File: src/rtl/wave_capture_ctrl_pkg.sv
// wave_capture_pkg: shared states, default sizes and sample format helper for wave_capture_ctrl
package wave_capture_pkg;
   localparam int SAMPLE_W_DEF     = 16;
   localparam int ADDR_W_DEF       = 8;
   localparam int TRIG_TIMEOUT_DEF = 1024;
   typedef enum logic [1:0] {
      ARMED  = 2'd0,
      ACTIVE = 2'd1,
      WAIT   = 2'd2
   } cap_state_t;
   // top byte of a two's complement sample -> offset binary (flip the sign bit)
   function automatic logic [7:0] offset_bin8(input logic [7:0] hi);
      return {~hi[7], hi[6:0]};
   endfunction
endpackage

File: src/rtl/wave_capture_ctrl_if.sv
// wave_capture_ctrl_if: sample stream, display handshake and RAM write port of the capture sequencer
interface wave_capture_ctrl_if #(
   parameter int SAMPLE_W = 16,
   parameter int ADDR_W   = 8
);
   logic                new_sample_ready;
   logic [SAMPLE_W-1:0] new_sample_in;
   logic                wave_display_idle;
   logic                write_enable;
   logic [ADDR_W:0]     write_address;
   logic [7:0]          write_sample;
   logic                read_index;
   logic [1:0]          capture_state;
   modport master (
      output new_sample_ready, new_sample_in, wave_display_idle,
      input  write_enable, write_address, write_sample, read_index, capture_state
   );
   modport slave (
      input  new_sample_ready, new_sample_in, wave_display_idle,
      output write_enable, write_address, write_sample, read_index, capture_state
   );
endinterface

File: src/rtl/wave_capture_ctrl_zero_cross_detect.sv
// zero_cross_detect: flags a negative-to-non-negative transition on each accepted sample
module zero_cross_detect (
   input  logic clk,
   input  logic reset,
   input  logic i_valid,
   input  logic i_sign,
   output logic o_trig
);
   logic r_prev_neg;
   // only the sign of the previous sample matters for crossing detection
   always_ff @(posedge clk or negedge reset) begin
      if (!reset) r_prev_neg <= 1'b0;
      else if (i_valid) r_prev_neg <= i_sign;
   end
   assign o_trig = i_valid & r_prev_neg & ~i_sign;
endmodule

File: src/rtl/wave_capture_ctrl.sv
// wave_capture_ctrl: triggered 256-sample capture into the hidden half of a double-buffered wave RAM
module wave_capture_ctrl
   import wave_capture_pkg::*;
#(
   parameter int SAMPLE_W     = SAMPLE_W_DEF,
   parameter int ADDR_W       = ADDR_W_DEF,
   parameter int TRIG_TIMEOUT = TRIG_TIMEOUT_DEF
) (
   input logic clk,
   input logic reset,
   wave_capture_ctrl_if.slave bus
);
   localparam int TMO_W = $clog2(TRIG_TIMEOUT + 1);
   localparam logic [TMO_W-1:0] TMO_LAST = TMO_W'(TRIG_TIMEOUT - 1);

   cap_state_t        r_state, w_state_nxt;
   logic [ADDR_W-1:0] r_cnt, w_cnt_nxt;
   logic [TMO_W-1:0]  r_tmo, w_tmo_nxt;
   logic              r_ri, w_ri_nxt;
   logic              r_we, w_we_nxt;
   logic [ADDR_W:0]   r_addr, w_addr_nxt;
   logic [7:0]        r_wsamp, w_wsamp_nxt;
   logic              w_trig, w_write, w_unused;

   zero_cross_detect u_zc (
      .clk     (clk),
      .reset   (reset),
      .i_valid (bus.new_sample_ready),
      .i_sign  (bus.new_sample_in[SAMPLE_W-1]),
      .o_trig  (w_trig)
   );

   assign w_unused = ^bus.new_sample_in[SAMPLE_W-9:0];

   // the illegal encoding 3 falls into the default arm and behaves as ARMED
   always_comb begin
      w_state_nxt = r_state;
      w_cnt_nxt   = r_cnt;
      w_tmo_nxt   = r_tmo;
      w_ri_nxt    = r_ri;
      w_write     = 1'b0;
      case (r_state)
         ACTIVE: begin
            w_write = bus.new_sample_ready;
            if (bus.new_sample_ready && (&r_cnt)) w_state_nxt = WAIT;
         end
         WAIT: begin
            if (bus.wave_display_idle) begin
               w_ri_nxt    = ~r_ri;
               w_state_nxt = ARMED;
               w_tmo_nxt   = '0;
            end
         end
         default: begin
            if (bus.new_sample_ready) begin
               if (w_trig || r_tmo == TMO_LAST) begin
                  w_write     = 1'b1;
                  w_state_nxt = ACTIVE;
               end else begin
                  w_tmo_nxt = r_tmo + 1'b1;
               end
            end
         end
      endcase
      w_cnt_nxt   = w_write ? r_cnt + 1'b1 : w_cnt_nxt;
      w_we_nxt    = w_write;
      w_addr_nxt  = w_write ? {~r_ri, r_cnt} : r_addr;
      w_wsamp_nxt = w_write ? offset_bin8(bus.new_sample_in[SAMPLE_W-1 -: 8]) : r_wsamp;
   end

   always_ff @(posedge clk or negedge reset) begin
      if (!reset) begin
         r_state <= ARMED;
         r_cnt   <= '0;
         r_tmo   <= '0;
         r_ri    <= 1'b0;
         r_we    <= 1'b0;
         r_addr  <= '0;
         r_wsamp <= '0;
      end else begin
         r_state <= w_state_nxt;
         r_cnt   <= w_cnt_nxt;
         r_tmo   <= w_tmo_nxt;
         r_ri    <= w_ri_nxt;
         r_we    <= w_we_nxt;
         r_addr  <= w_addr_nxt;
         r_wsamp <= w_wsamp_nxt;
      end
   end

   assign bus.write_enable  = r_we;
   assign bus.write_address = r_addr;
   assign bus.write_sample  = r_wsamp;
   assign bus.read_index    = r_ri;
   assign bus.capture_state = r_state;
endmodule

File: src/flat_wrapper.sv
// flat-port wrapper written by rule: the top's interface ports become plain ports
module wave_capture_ctrl_flat import wave_capture_pkg::*;
#(
   parameter int SAMPLE_W     = SAMPLE_W_DEF,
   parameter int ADDR_W       = ADDR_W_DEF,
   parameter int TRIG_TIMEOUT = TRIG_TIMEOUT_DEF
)
  (clk, reset, bus_new_sample_ready, bus_new_sample_in, bus_wave_display_idle, bus_write_enable, bus_write_address, bus_write_sample, bus_read_index, bus_capture_state);
  wave_capture_ctrl_if #(.SAMPLE_W(SAMPLE_W), .ADDR_W(ADDR_W)) bus_i ();
  input logic clk;
  input logic reset;
  input wire logic [$bits(bus_i.new_sample_ready)-1:0] bus_new_sample_ready;
  input wire logic [$bits(bus_i.new_sample_in)-1:0] bus_new_sample_in;
  input wire logic [$bits(bus_i.wave_display_idle)-1:0] bus_wave_display_idle;
  output wire logic [$bits(bus_i.write_enable)-1:0] bus_write_enable;
  output wire logic [$bits(bus_i.write_address)-1:0] bus_write_address;
  output wire logic [$bits(bus_i.write_sample)-1:0] bus_write_sample;
  output wire logic [$bits(bus_i.read_index)-1:0] bus_read_index;
  output wire logic [$bits(bus_i.capture_state)-1:0] bus_capture_state;
  assign bus_i.new_sample_ready = bus_new_sample_ready;
  assign bus_i.new_sample_in = bus_new_sample_in;
  assign bus_i.wave_display_idle = bus_wave_display_idle;
  assign bus_write_enable = bus_i.write_enable;
  assign bus_write_address = bus_i.write_address;
  assign bus_write_sample = bus_i.write_sample;
  assign bus_read_index = bus_i.read_index;
  assign bus_capture_state = bus_i.capture_state;
  wave_capture_ctrl #(.SAMPLE_W(SAMPLE_W), .ADDR_W(ADDR_W), .TRIG_TIMEOUT(TRIG_TIMEOUT)) u_core (.clk(clk), .reset(reset), .bus(bus_i));
endmodule
File: config.mk
export PLATFORM = sky130hd
export DESIGN_NAME = wave_capture_ctrl_flat
export DESIGN_NICKNAME = d
export VERILOG_FILES = /design/src/rtl/wave_capture_ctrl_pkg.sv /design/src/rtl/wave_capture_ctrl_if.sv /design/src/rtl/wave_capture_ctrl_zero_cross_detect.sv /design/src/rtl/wave_capture_ctrl.sv /design/src/flat_wrapper.sv
export SDC_FILE = /design/constraint.sdc
export NUM_CORES = 1
export LEC_CHECK = 0
export CAP_MARGIN = 10
export CORE_MARGIN = 4
export CORE_UTILIZATION = 55
export DETAILED_ROUTE_END_ITERATION = 12
export HOLD_SLACK_MARGIN = 0.15
export PLACE_DENSITY = 0.81
export SLEW_MARGIN = 20
export SYNTH_ARGS = -nofsm -noshare
export SYNTH_HDL_FRONTEND = slang
export SYNTH_SLANG_ARGS = --single-unit
File: constraint.sdc
create_clock -name clk -period 4.1 [get_ports clk]
set_clock_uncertainty 0.05 [all_clocks]
set_input_delay 0.82 -clock clk [delete_from_list [all_inputs] [get_ports clk]]
set_output_delay 0.82 -clock clk [all_outputs]
set_load 0.1 [all_outputs]
==> results.sh, run 1 <==
# flow metrics
export IMPL_min_delay_path_class="reg -> reg"
export IMPL_inv_count=7
export IMPL_clock_path_buffers=2
export IMPL_post_cts_setup_buffers=0
export IMPL_dr_total_vias=1447
export IMPL_r2r_setup_slack_ps=1840
export IMPL_first_global_vias=1480
export IMPL_drt_initial_drc_count=92
export IMPL_worstSkewPairLatency_ps=290
export IMPL_fillers=255
export IMPL_global_route_usage_total_pct=19.0
export IMPL_bufAreaShareNonClock_pct=12.7
export IMPL_globalplace_congestion=0.864
export IMPL_run_status="finished clean"
export IMPL_list_of_most_frequent_post_synthesis_cells="sky130_fd_sc_hd__dfrtp_1 (41), sky130_fd_sc_hd__mux2_4 (16), sky130_fd_sc_hd__nand3_1 (12)"
export IMPL_drv_cap=0
export IMPL_ys_async_sr_fraction_pct=100
export IMPL_reg2reg_from="u_core.bus.capture_state[0]"
export IMPL_crit_path_start_kind="register"
export IMPL_worst_path_dominant_cell_family="buffers and inverters"
export IMPL_clkTransAtPathRegs_ps=70
export IMPL_logic_area_um2=971
export IMPL_synth_comb_largest_family="simple AND/OR/NAND/NOR gates"
export IMPL_syn_instance_count=167
export IMPL_synth_distinct_cells=44
export IMPL_timing_hold_ws_ps=455
export IMPL_yosys_most_used_dff="sky130_fd_sc_hd__dfrtp_1"
export IMPL_route_detailed_vias_per_inst=5.81
export IMPL_tritoncts_num_sinks=41
export IMPL_cts_resized=0
export IMPL_n_multi_input_combinational_cell=115
export IMPL_ys_warn_count=0
export IMPL_seqAreaFraction_pct=41.4
export IMPL_largest_net_degree_at_the_start_of_global_routing=42
export IMPL_area_delta_synth_final_pct=20.7
## run 1: sequential cells by signal, indices dropped and copies added (netlist names)
register and flops:
u_core.u_zc.r_prev_neg 1, u_core.bus.write_enable 1, u_core.bus.write_sample 8, u_core.bus.write_address 9, u_core.bus.read_index 1, u_core.r_cnt 8
u_core.r_tmo 11, u_core.bus.capture_state 2
## run 1: metal layers
layer / track usage, % / share of wire, %
met3: 4.65 / 5.3
met4: 8.46 / 1.3
met2: 28.9 / 48
met1: 25.5 / 45
met5: 0 / 0
## run 1: metrics by stage
step | setup slack (ps) | cells
6_report | 1390 | 249
5_1_grt | 1310 | 249
4_1_cts | 1370 | 249
3_5_place_dp | 1250 | 241
3_3_place_gp | 1310 | 241
2_1_floorplan | 1500 | 167
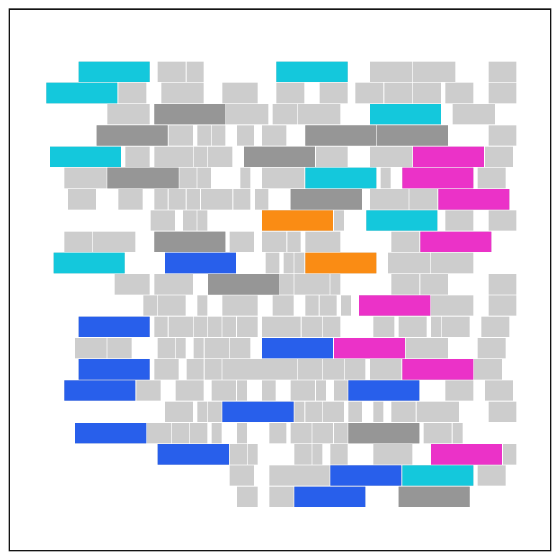
*Sequential cells coloured by netlist name, run 1*
Other sequential cells in the stronger grey, the rest of the logic in the fainter grey.
- magenta: u_core.bus.write_sample (flops 8; where east)
- blue: u_core.r_tmo (flops 11)
- orange: u_core.bus.capture_state (flops 2)
- cyan: u_core.bus.write_address (flops 9)
- not coloured: 11

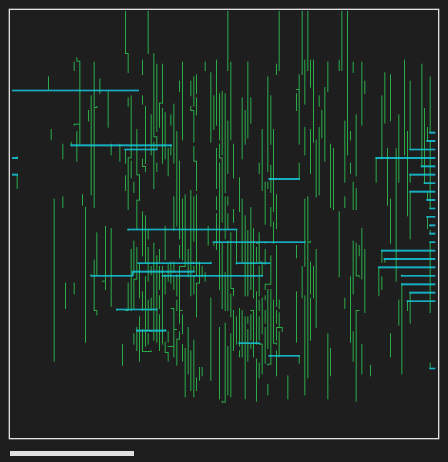
*Metal layers overlaid, run 1*
Scale bar: 20 µm. Two of the layers only.
- green: M2 (wire length 2040 µm)
- cyan: M3 (wire length 226 µm)

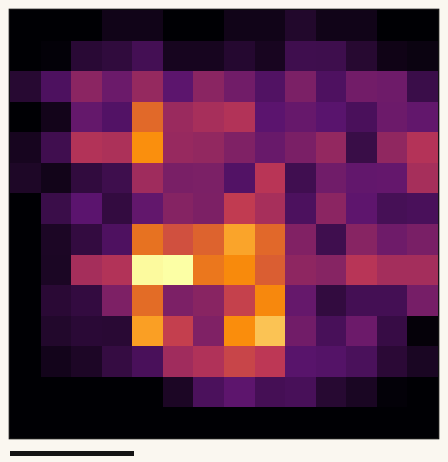
*Routed metal per tile, run 1*
Scale bar: 20 µm. The die is cut into 14 by 14 equal tiles; black is low, pale yellow is high, scaled to the fullest tile. Values are wire area over tile area, all layers added.
- mean over tiles: 0.14
- emptiest ninth of the die: south-west
- densest ninth of the die: centre
- tiles over half the peak: 11%
- nearly empty tiles: 19%

--- run 2 (diff from run 1) ---
CORE_UTILIZATION = 46   (was 55)
PLACE_DENSITY = 0.72   (was 0.81)
clock period = 2.4 ns   (was 4.1 ns; I/O delays follow)
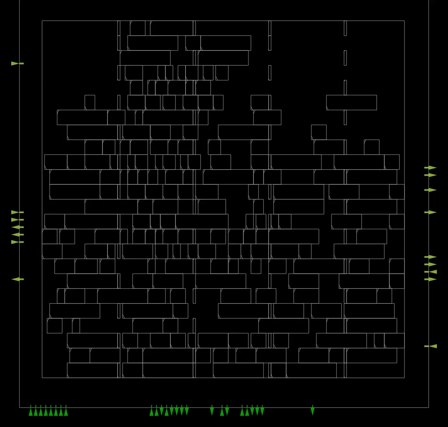
*Placed standard cells, run 2*
Post-Layout Cell Count: 263
flop count: 41
share of cell area taken by flip-flops and latches: 40.9%
FP Rows: 24
tapcells inserted: 52

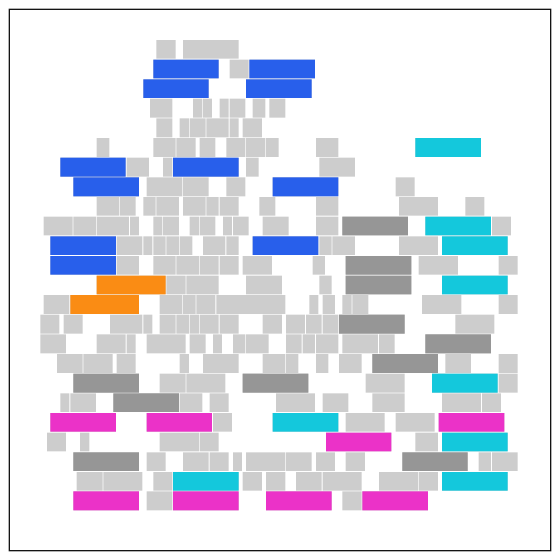
*Sequential cells coloured by netlist name, run 2*
Other sequential cells in the stronger grey, the rest of the logic in the fainter grey.
- blue: u_core.r_tmo (flops 11)
- cyan: u_core.bus.write_address (flops 9)
- magenta: u_core.bus.write_sample (flops 8)
- orange: u_core.bus.capture_state (flops 2)

==> results.sh, run 2 <==
# flow metrics
export IMPL_first_global_vias=1405
export IMPL_wl_met1_um=1920
export IMPL_run_status="finished clean"
export IMPL_largest_net_degree_at_the_start_of_global_routing=23
export IMPL_cts_resized=0
export IMPL_grtUsageMet2_pct=26.3
export IMPL_globalplace_congestion=0.846
export IMPL_regMostFlops="u_core.r_tmo"
export IMPL_cp_buffers_inverters=1
export IMPL_drv_cap=0
export IMPL_drt_initial_drc_count=124
export IMPL_global_route_usage_total_pct=16.6
export IMPL_grt_most_used_layer="met2"
export IMPL_wl_met3_um=213
export IMPL_logic_area_um2=973
export IMPL_synth_distinct_cells=44
export IMPL_placed_cells_incl_taps=254
export IMPL_ys_warn_count=0
export IMPL_yosys_most_used_dff="sky130_fd_sc_hd__dfrtp_1"
export IMPL_timing_hold_ws_ps=450
export IMPL_r2r_setup_slack_ps=300
export IMPL_tritoncts_num_sinks=41
export IMPL_crit_path_end_kind="register"
export IMPL_n_multi_input_combinational_cell=115
export IMPL_use_met3_pct=4.81
export IMPL_list_of_most_frequent_post_synthesis_cells="sky130_fd_sc_hd__dfrtp_1 (41), sky130_fd_sc_hd__mux2_4 (16), sky130_fd_sc_hd__nand3_1 (12)"
export IMPL_clock_path_buffers=2
export IMPL_area_delta_synth_final_pct=22.4
export IMPL_bufAreaShareNonClock_pct=12.9
export IMPL_ys_async_sr_fraction_pct=100
export IMPL_dr_total_vias=1472
export IMPL_setup_ws_pre_cts_ps=0.514
export IMPL_largest_register_ffs=11
export IMPL_highest_layer="met4"
export IMPL_area_share_combinational_pct=38.7
export IMPL_route_detailed_vias_per_inst=5.60
export IMPL_dr_wl_met2_um=2000
export IMPL_worstSkewPairLatency_ps=300
export IMPL_postLayoutSetupSlackWorst_ps=272
export IMPL_inv_count=7
export IMPL_worst_path_dominant_cell_family="AND-OR/OR-AND gates"
export IMPL_crit_path_start_kind="primary input"
export IMPL_cts_root_buffer_cell="sky130_fd_sc_hd__clkbuf_8"
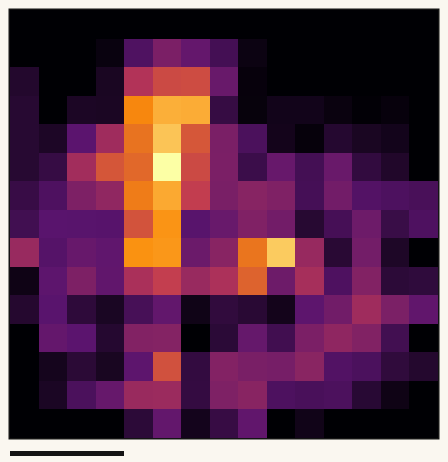
*Routed metal per tile, run 2*
Scale bar: 20 µm. The die is cut into 15 by 15 equal tiles; black is low, pale yellow is high, scaled to the fullest tile. Values are wire area over tile area, all layers added.
- tiles over half the peak: 11%
- fullest tile: 0.55
- mean over tiles: 0.12
- densest ninth of the die: centre

run 2: final timing paths:
| kind | start | to | depth (start not counted) |
|---|---|---|---|
| worst max-delay path | bus_new_sample_ready | u_core.bus.capture_state[1] | 5 |
| worst min-delay path | u_core.bus.read_index | u_core.bus.write_address[8] | 1 |
| worst max register to register | u_core.bus.capture_state[1] | u_core.bus.capture_state[1] | 6 |
| worst min register to register | u_core.bus.read_index | u_core.bus.write_address[8] | 1 |
| max in group asynchronous | reset | u_core.r_tmo[7] | 3 |
| min in group asynchronous | reset | u_core.bus.write_address[0] | 2 |
run 2: cells by family after synthesis:
group           after synthesis  synth area share [%]
buf+inv                      11                  2.74
mux                          21                  14.3
compound gates               29                  12.0
xor+xnor                      8                  3.41
simple gates                 53                  15.1
fa+ha+maj                     4                  2.44
flops                        41                  50.0
